### PDN straps and rails, run 1

Scale bar: 20 um. Pins as bars on the die edge. Tap cells in grey.
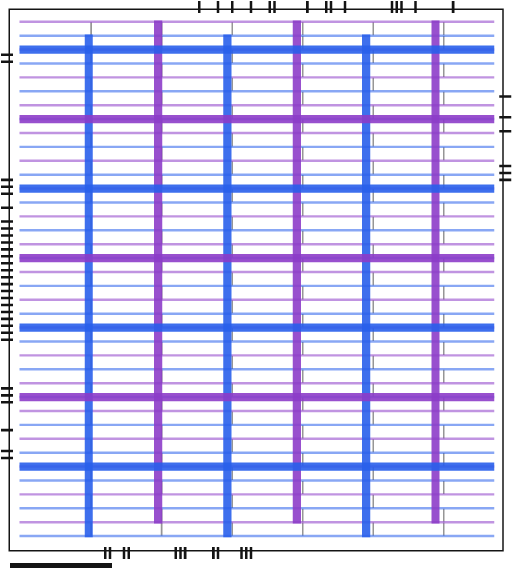
### Placed cells, one colour a class, run 1

Scale bar: 20 um.
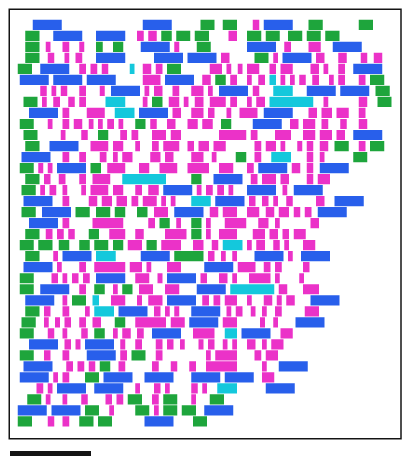
### Clock distribution, run 1

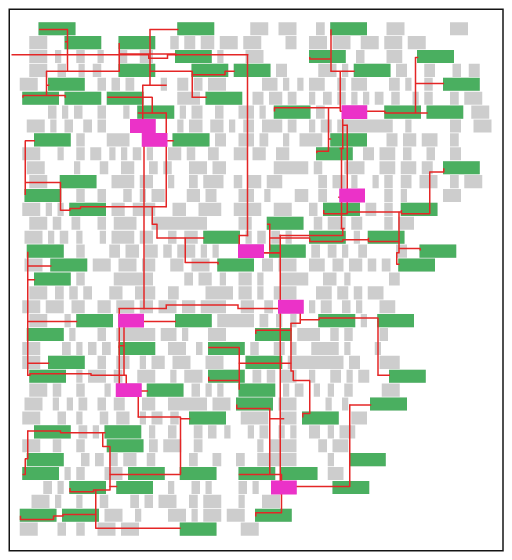
## src/rtl/imem_loader.sv

```systemverilog
// Streams a length-prefixed little-endian byte image into instruction memory
// and holds the core in reset until the image has been fully written.
module imem_loader #(
    parameter int unsigned ADDR_W    = 14,
    parameter int unsigned BASE_ADDR = 0
) (
    input  logic              clk,
    input  logic              rst,
    input  logic              start,
    input  logic              in_valid,
    input  logic [7:0]        in_data,
    output logic              in_ready,
    output logic              we,
    output logic [ADDR_W-1:0] waddr,
    output logic [31:0]       wdata,
    output logic              cpu_hold,
    output logic              done,
    output logic              err
);
    localparam int unsigned CNT_W = 16;
    // Wide enough that BASE_ADDR + count and the 2^ADDR_W limit never overflow
    localparam int unsigned CHK_W = ((ADDR_W > CNT_W) ? ADDR_W : CNT_W) + 2;
    localparam logic [CHK_W-1:0] ADDR_LIMIT = CHK_W'(1) << ADDR_W;

    typedef enum logic [2:0] {
        S_IDLE,
        S_LEN0,
        S_LEN1,
        S_DATA,
        S_WRITE,
        S_DONE,
        S_ERR
    } state_t;

    state_t             state;
    state_t             state_d;
    logic [7:0]         cnt_lo;
    logic [7:0]         cnt_lo_d;
    logic [CNT_W-1:0]   remaining;
    logic [CNT_W-1:0]   remaining_d;
    logic [1:0]         byte_idx;
    logic [1:0]         byte_idx_d;
    logic [ADDR_W-1:0]  waddr_d;
    logic [31:0]        wdata_d;
    logic [CNT_W-1:0]   count_c;
    logic [CHK_W-1:0]   end_addr_c;

    assign in_ready = (state == S_LEN0) || (state == S_LEN1) || (state == S_DATA);

    // Next-state and datapath update
    always_comb begin
        state_d     = state;
        cnt_lo_d    = cnt_lo;
        remaining_d = remaining;
        byte_idx_d  = byte_idx;
        waddr_d     = waddr;
        wdata_d     = wdata;
        count_c     = {in_data, cnt_lo};
        end_addr_c  = CHK_W'(BASE_ADDR) + CHK_W'(count_c);

        case (state)
            S_IDLE, S_DONE, S_ERR: begin
                if (start) begin
                    state_d = S_LEN0;
                    waddr_d = ADDR_W'(BASE_ADDR);
                end
            end
            S_LEN0: begin
                if (in_valid) begin
                    cnt_lo_d = in_data;
                    state_d  = S_LEN1;
                end
            end
            S_LEN1: begin
                if (in_valid) begin
                    if (count_c == '0) begin
                        state_d = S_DONE;
                    end else if (end_addr_c > ADDR_LIMIT) begin
                        state_d = S_ERR;
                    end else begin
                        state_d     = S_DATA;
                        byte_idx_d  = '0;
                        remaining_d = count_c;
                    end
                end
            end
            S_DATA: begin
                if (in_valid) begin
                    wdata_d[{byte_idx, 3'b000} +: 8] = in_data;
                    byte_idx_d = byte_idx + 2'd1;
                    if (byte_idx == 2'd3) begin
                        state_d = S_WRITE;
                    end
                end
            end
            S_WRITE: begin
                waddr_d     = waddr + ADDR_W'(1);
                remaining_d = remaining - CNT_W'(1);
                state_d     = (remaining == CNT_W'(1)) ? S_DONE : S_DATA;
            end
            default: state_d = S_IDLE;
        endcase
    end

    // State and registered outputs; status flags follow the next state
    always_ff @(posedge clk) begin
        if (rst) begin
            state     <= S_IDLE;
            cnt_lo    <= '0;
            remaining <= '0;
            byte_idx  <= '0;
            we        <= 1'b0;
            waddr     <= ADDR_W'(BASE_ADDR);
            wdata     <= '0;
            cpu_hold  <= 1'b1;
            done      <= 1'b0;
            err       <= 1'b0;
        end else begin
            state     <= state_d;
            cnt_lo    <= cnt_lo_d;
            remaining <= remaining_d;
            byte_idx  <= byte_idx_d;
            we        <= (state_d == S_WRITE);
            waddr     <= waddr_d;
            wdata     <= wdata_d;
            cpu_hold  <= (state_d != S_DONE);
            done      <= (state_d == S_DONE);
            err       <= (state_d == S_ERR);
        end
    end

endmodule

```

## config.mk

```make
export PLATFORM = sky130hd
export DESIGN_NAME = imem_loader
export DESIGN_NICKNAME = d
export VERILOG_FILES = /design/src/rtl/imem_loader.sv
export SDC_FILE = /design/constraint.sdc
export NUM_CORES = 1
export LEC_CHECK = 0
export CAP_MARGIN = 20
export CELL_PAD_IN_SITES_DETAIL_PLACEMENT = 1
export CELL_PAD_IN_SITES_GLOBAL_PLACEMENT = 1
export CORE_ASPECT_RATIO = 1.1
export CORE_MARGIN = 1.5
export CORE_UTILIZATION = 40
export DETAILED_ROUTE_END_ITERATION = 8
export GPL_ROUTABILITY_DRIVEN = 0
export HOLD_SLACK_MARGIN = 0.08
export PLACE_DENSITY = 0.82
export REMOVE_ABC_BUFFERS = 1
export SLEW_MARGIN = 20
export SYNTH_ARGS = -nofsm -noshare
export SYNTH_HDL_FRONTEND = slang
export SYNTH_SLANG_ARGS = --single-unit
```

## constraint.sdc

```tcl
create_clock -name clk -period 2.5 [get_ports clk]
set_input_delay 0.5 -clock clk [delete_from_list [all_inputs] [get_ports clk]]
set_output_delay 0.5 -clock clk [all_outputs]
set_load 0.05 [all_outputs]
```

==> impl_metrics.py, run 1 <==
# Metrics from the implementation run
metrics = {
    "layout": {
        "lay_top_cells": "dfxtp_1, clkdlybuf4s50_1, nand3_1, nand2_1, a21oi_1",
        "clock_cell_area_share": 0.0483,
        "lay_top_count": "dfxtp_1",
        "inverters": 8,
        "n_fill_cell": 1130,
        "drive_above_1_share": 0.133,
    },
    "synthesis": {
        "synth-simple-area-share": 0.304,
        "synth.top_cell.area_share": 0.413,
        "syn_area_um2": 3830,
        "synthFlopType": "dfxtp_1",
        "ys_area_um2": 3830,
    },
    "clock_tree": {
        "ctsResizeCount": 0,
        "cts_tree": "done",
    },
    "outcome": {
        "status": "finished, final reports clean",
    },
    "final_timing": {
        "hold_ws_ns": 0.456,
        "finalClockSkew_ns": 0.00825,
    },
    "worst_setup_path": {
        "crit_fanout": 10,
        "required_ns": 2.00,
        "cp-start-kind": "flop",
        "cp_slowest_cell": "clkdlybuf4s50_1",
        "path_class": "flop to primary output",
    },
    "drt": {
        "first_pass_iters": 4,
        "wl_mm": 11.5,
    },
    "global_route": {
        "grt_max_degree": 29,
        "grt_util_met1": 0.280,
    },
    "floorplan": {
        "die-area_um2": 10200,
        "core_util_floorplan": 0.410,
    },
    "run": {
        "warning_count": 31,
    },
    "placement": {
        "dp_cells": 628,
    },
    "power": {
        "leakagePower_uw": 0.00168,
    },
}
About 'PDN straps and rails':
| net | colour |
|---|---|
| VSS | blue |
| VDD | purple |
rows: 37
tap cells: 117
met4 straps: 6
signal pins: 63
Core ar.: 9350 um^2
die width: 96.3 um
die height: 106 um

About 'Placed cells, one colour a class':
| class | colour | cells | share of their area |
|---|---|---|---|
| sequential cells | blue | 79 | 33% |
| combinational and other logic | magenta | 345 | 45% |
| clock drivers and dummy loads | cyan | 16 | 5.0% |
| remaining buffers and delay cells | green | 87 | 17% |
fraction of area in registers: 0.323
final instance area: 4900 um^2
Rows: 37
Final Core Density: 0.524

About 'Clock distribution':
[flip-flops] green | count: 79
[clock wires] red | length: 1080 um
[clock drivers] magenta | count: 9
flops lie: widely spread
routed clock nets: 10
clock power share: 0.414
clk_lat worst skew: 0.35 ns

-- run 1: sequential cells by signal, summed over array words and instances, names as in the netlist --
signal,flops
wdata,32
remaining,16
waddr,14
cnt_lo,8
state,3
byte_idx,2
cpu_hold,1
done,1
err,1
we,1
-- run 1: worst paths after layout --
path / endpoint / slack [ns] / cells after the start
min reg2reg: wdata[8]$_SDFFE_PP0P_ / 0.46 / 2
max: waddr[3] / 0.21 / 1
max reg2reg: remaining[13]$_SDFFE_PP0P_ / 0.43 / 5
min: wdata[8]$_SDFFE_PP0P_ / 0.46 / 2
-- run 1: tightest hold or removal path, delay by kind of cell, from the launching register on --
kind	cells	cell delay, ns
flops	1	0.32
simple gates	1	0.05
compound gates	1	0.05
### Track usage over the die, run 1

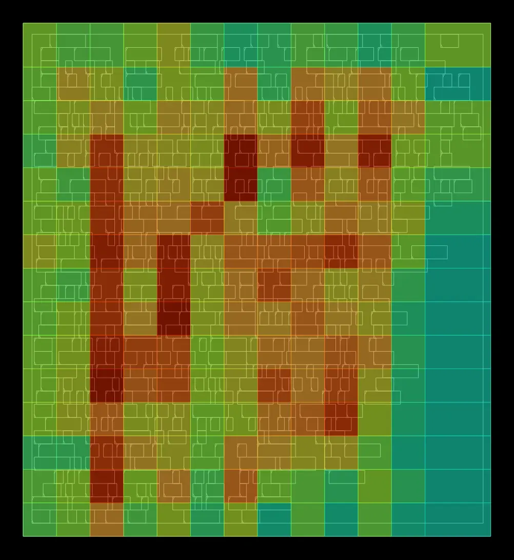

==> run 1 -> run 2 <==
Settings changed: CORE_MARGIN 1.5 to not set, CORE_UTILIZATION 40 to 36, PLACE_DENSITY 0.82 to 0.78.
Clock period 2.5 ns to 2 ns, I/O delays scaled along.
### Track usage over the die, run 2

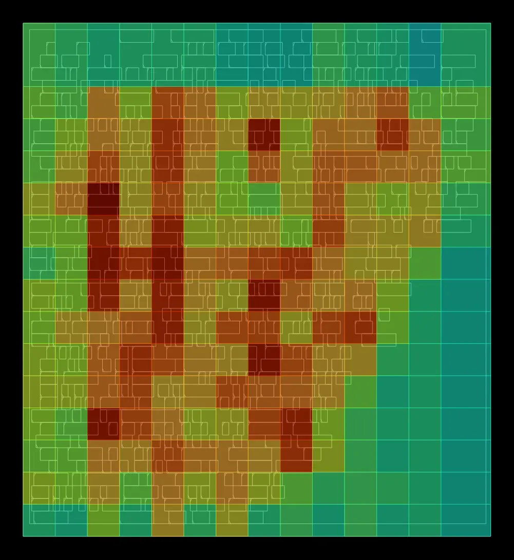
gr busiest metal: met2
grt met3 use: 0.0429
met2 GRT Util: 0.422
total global-route track usage: 0.235

### Wiring by layer, run 2

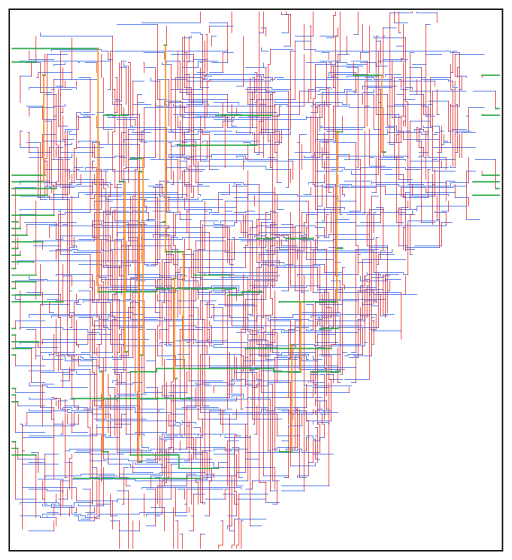
| layer | colour | wire length |
|---|---|---|
| metal 2 | red | 6560 um |
| metal 3 | green | 404 um |
| metal 1 | blue | 5500 um |
| metal 4 | orange | 394 um |
Detailed Route WL: 12.9 mm
Vias: 3848
WL per Instance: 18.4 um

==> impl_metrics.py, run 2 <==
# Metrics from the implementation run
metrics = {
    "final_timing": {
        "setup_violations": 1,
        "hold_ws_ns": 0.436,
        "finalClockSkew_ns": 0.00686,
        "fin_ws_ns": -0.0337,
    },
    "floorplan": {
        "chipWidth_um": 100,
        "core_util_floorplan": 0.369,
        "die_h_um": 110,
    },
    "synthesis": {
        "ys_area_um2": 3830,
        "synth-simple-area-share": 0.304,
    },
    "layout": {
        "top_regs": "wdata x32, remaining x16, waddr x14",
        "inverters": 8,
        "clock_cell_area_share": 0.0567,
        "lay_top_cells": "dfxtp_1, buf_4, nand3_1, nand2_1, a21oi_1",
        "n_fill_cell": 1218,
        "regMostFlops": "wdata",
        "largest_reg_flops": 32,
        "lay_top_count": "dfxtp_1",
    },
    "outcome": {
        "status": "complete, but fails checks",
        "violations": "negative setup slack",
    },
    "worst_setup_path": {
        "r2r_end": "remaining[6]$_SDFFE_PP0P_",
        "cp-start-kind": "input port",
        "required_ns": 2.23,
        "r2r_setup_slack_ns": 0.01,
        "crit_fanout": 4,
        "rr_worst_depth": 6,
    },
    "power": {
        "leakagePower_uw": 0.00200,
    },
    "global_route": {
        "grt_max_degree": 33,
    },
    "min_path": {
        "hold_path_end": "cnt_lo[0]$_SDFFE_PP0P_",
    },
    "clock_tree": {
        "cts_tree": "done",
        "ctsResizeCount": 8,
    },
}
### Placed cells, one colour a class, run 2

Scale bar: 20 um.
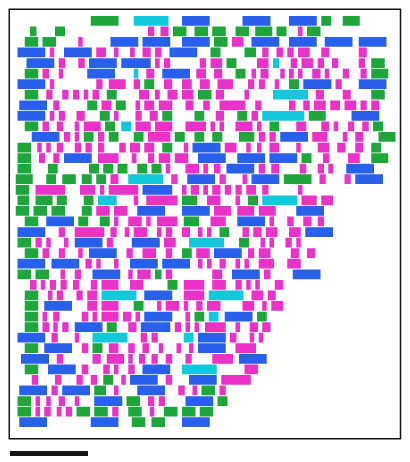
| class | colour | cells | share of their area |
|---|---|---|---|
| sequential cells | blue | 79 | 31% |
| clock drivers and dummy loads | cyan | 16 | 5.9% |
| combinational and other logic | magenta | 346 | 42% |
| remaining buffers and delay cells | green | 116 | 21% |
Core ar.: 10400 um^2
fraction of area in registers: 0.299
final instance area: 5300 um^2
Rows: 39
Final Core Density: 0.510

-- run 2: cell counts after synthesis --
Identical to the previous run, type by type.
-- run 2: per-stage QoR --
stage	setup slack, ns	setup TNS [ns]
6_report	-0.0337	-0.0337
5_1_grt	-0.143	-0.237
4_1_cts	0.00566	0
3_5_place_dp	-0.412	-9.56
3_3_place_gp	-0.344	-7.50
2_1_floorplan	-0.373	-3.11
-- run 2: per-layer routing --
| layer | share of wire | global-route usage | vias up |
|---|---|---|---|
| li1 | - | - | 1838 |
| met1 | 0.43 | 0.266 | 1897 |
| met2 | 0.51 | 0.422 | 85 |
| met3 | 0.031 | 0.0429 | 28 |
| met4 | 0.031 | 0.122 | 0 |
| met5 | 0 | 0 | - |
==> run 2 -> run 3 <==
Settings changed: CTS_CLUSTER_SIZE set to 40, SLEW_MARGIN 20 to 25.
### Track usage over the die, run 3

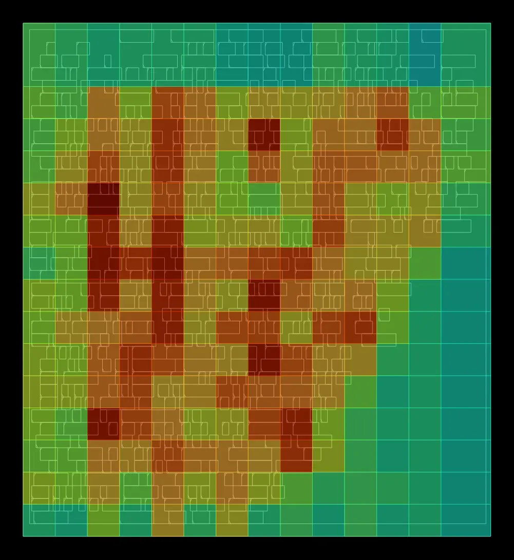
GR Util met1: 0.266

### Placed cells, one colour a class, run 3

Scale bar: 20 um.
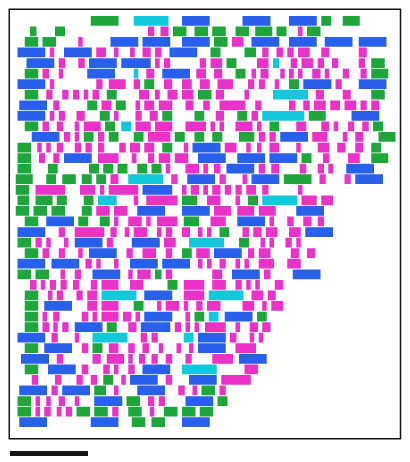
| class | colour | cells | share of their area |
|---|---|---|---|
| combinational and other logic | magenta | 346 | 42% |
| remaining buffers and delay cells | green | 116 | 21% |
| sequential cells | blue | 79 | 31% |
| clock drivers and dummy loads | cyan | 16 | 5.9% |

### Wiring by layer, run 3

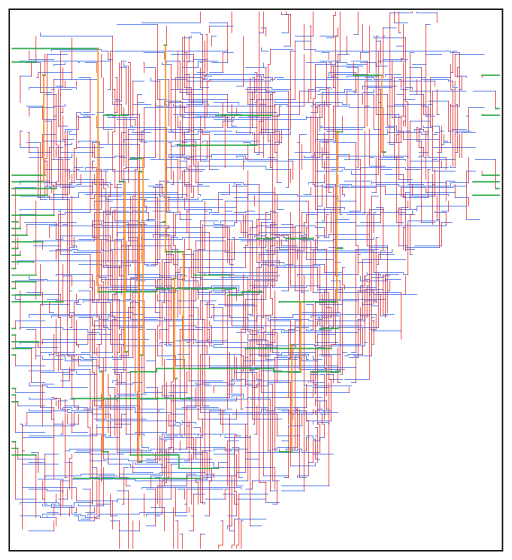
| layer | colour | wire length |
|---|---|---|
| metal 1 | blue | 5500 um |
| metal 4 | orange | 394 um |
| metal 2 | red | 6560 um |
| metal 3 | green | 404 um |

==> impl_metrics.py, run 3 <==
# Metrics from the implementation run
metrics = {
    "drt": {
        "top_layer_used": "met4",
        "m1WireLength_mm": 5.50,
        "route.met3.wl_um": 403,
        "dr_wl_met2_mm": 6.56,
        "num_vias": 3848,
        "wl_mm": 12.9,
        "wl_per_cell_um": 18.4,
    },
    "layout": {
        "final_core_util": 0.510,
        "lay_top_count": "dfxtp_1",
        "n_fill_cell": 1218,
        "final_area_um2": 5300,
        "top_regs": "wdata x32, remaining x16, waddr x14",
        "regMostFlops": "wdata",
        "drive_above_1_share": 0.201,
        "clock_cell_area_share": 0.0567,
        "lay_top_cells": "dfxtp_1, buf_4, nand3_1, nand2_1, a21oi_1",
        "inverters": 8,
    },
    "synthesis": {
        "top_logic_kind": "simple AND/OR/NAND/NOR gates",
        "top_cell": "dfxtp_1",
        "adder_share": 0.0294,
        "syn_area_um2": 3830,
        "ys_area_um2": 3830,
        "synth-simple-area-share": 0.304,
    },
    "outcome": {
        "violations": "negative setup slack",
        "status": "complete, but fails checks",
    },
    "global_route": {
        "grt_max_degree": 33,
        "busiest_layer": "met2",
        "track_usage": 0.235,
        "met3_usage": 0.0429,
        "met2_usage": 0.422,
    },
    "final_timing": {
        "setup_violations": 1,
        "finalClockSkew_ns": 0.00686,
        "hold_ws_ns": 0.436,
        "fin_ws_ns": -0.0337,
    },
    "floorplan": {
        "core_um2": 10400,
        "chipWidth_um": 100,
        "die_h_um": 110,
        "core_util_floorplan": 0.369,
    },
    "power": {
        "leakagePower_uw": 0.00200,
        "swShare": 0.262,
    },
    "clock_tree": {
        "cts_tree": "done",
    },
    "placement": {
        "dp_slack_ns": -0.412,
    },
    "worst_setup_path": {
        "required_ns": 2.23,
        "path_class": "input port to flop",
        "r2r_setup_slack_ns": 0.01,
    },
}
run 3: final timing paths:
kind / cells past startpoint / to / startpoint
min reg2reg: 2 / wdata[11]$_SDFFE_PP0P_ / wdata[11]$_SDFFE_PP0P_
max reg2reg: 6 / remaining[6]$_SDFFE_PP0P_ / cnt_lo[0]$_SDFFE_PP0P_
min: 2 / cnt_lo[0]$_SDFFE_PP0P_ / rst
max: 7 / remaining[6]$_SDFFE_PP0P_ / in_data[0]
run 3: worst reg2reg max path, cell delays in order (launching register included):
cell and delay [ns]:
dfxtp_1 0.36, nor4_4 0.32, and4_4 0.32, mux2i_4 0.30, buf_2 0.19, nor2_1 0.07, a311oi_1 0.32
Power and IR drop assume default switching activity.
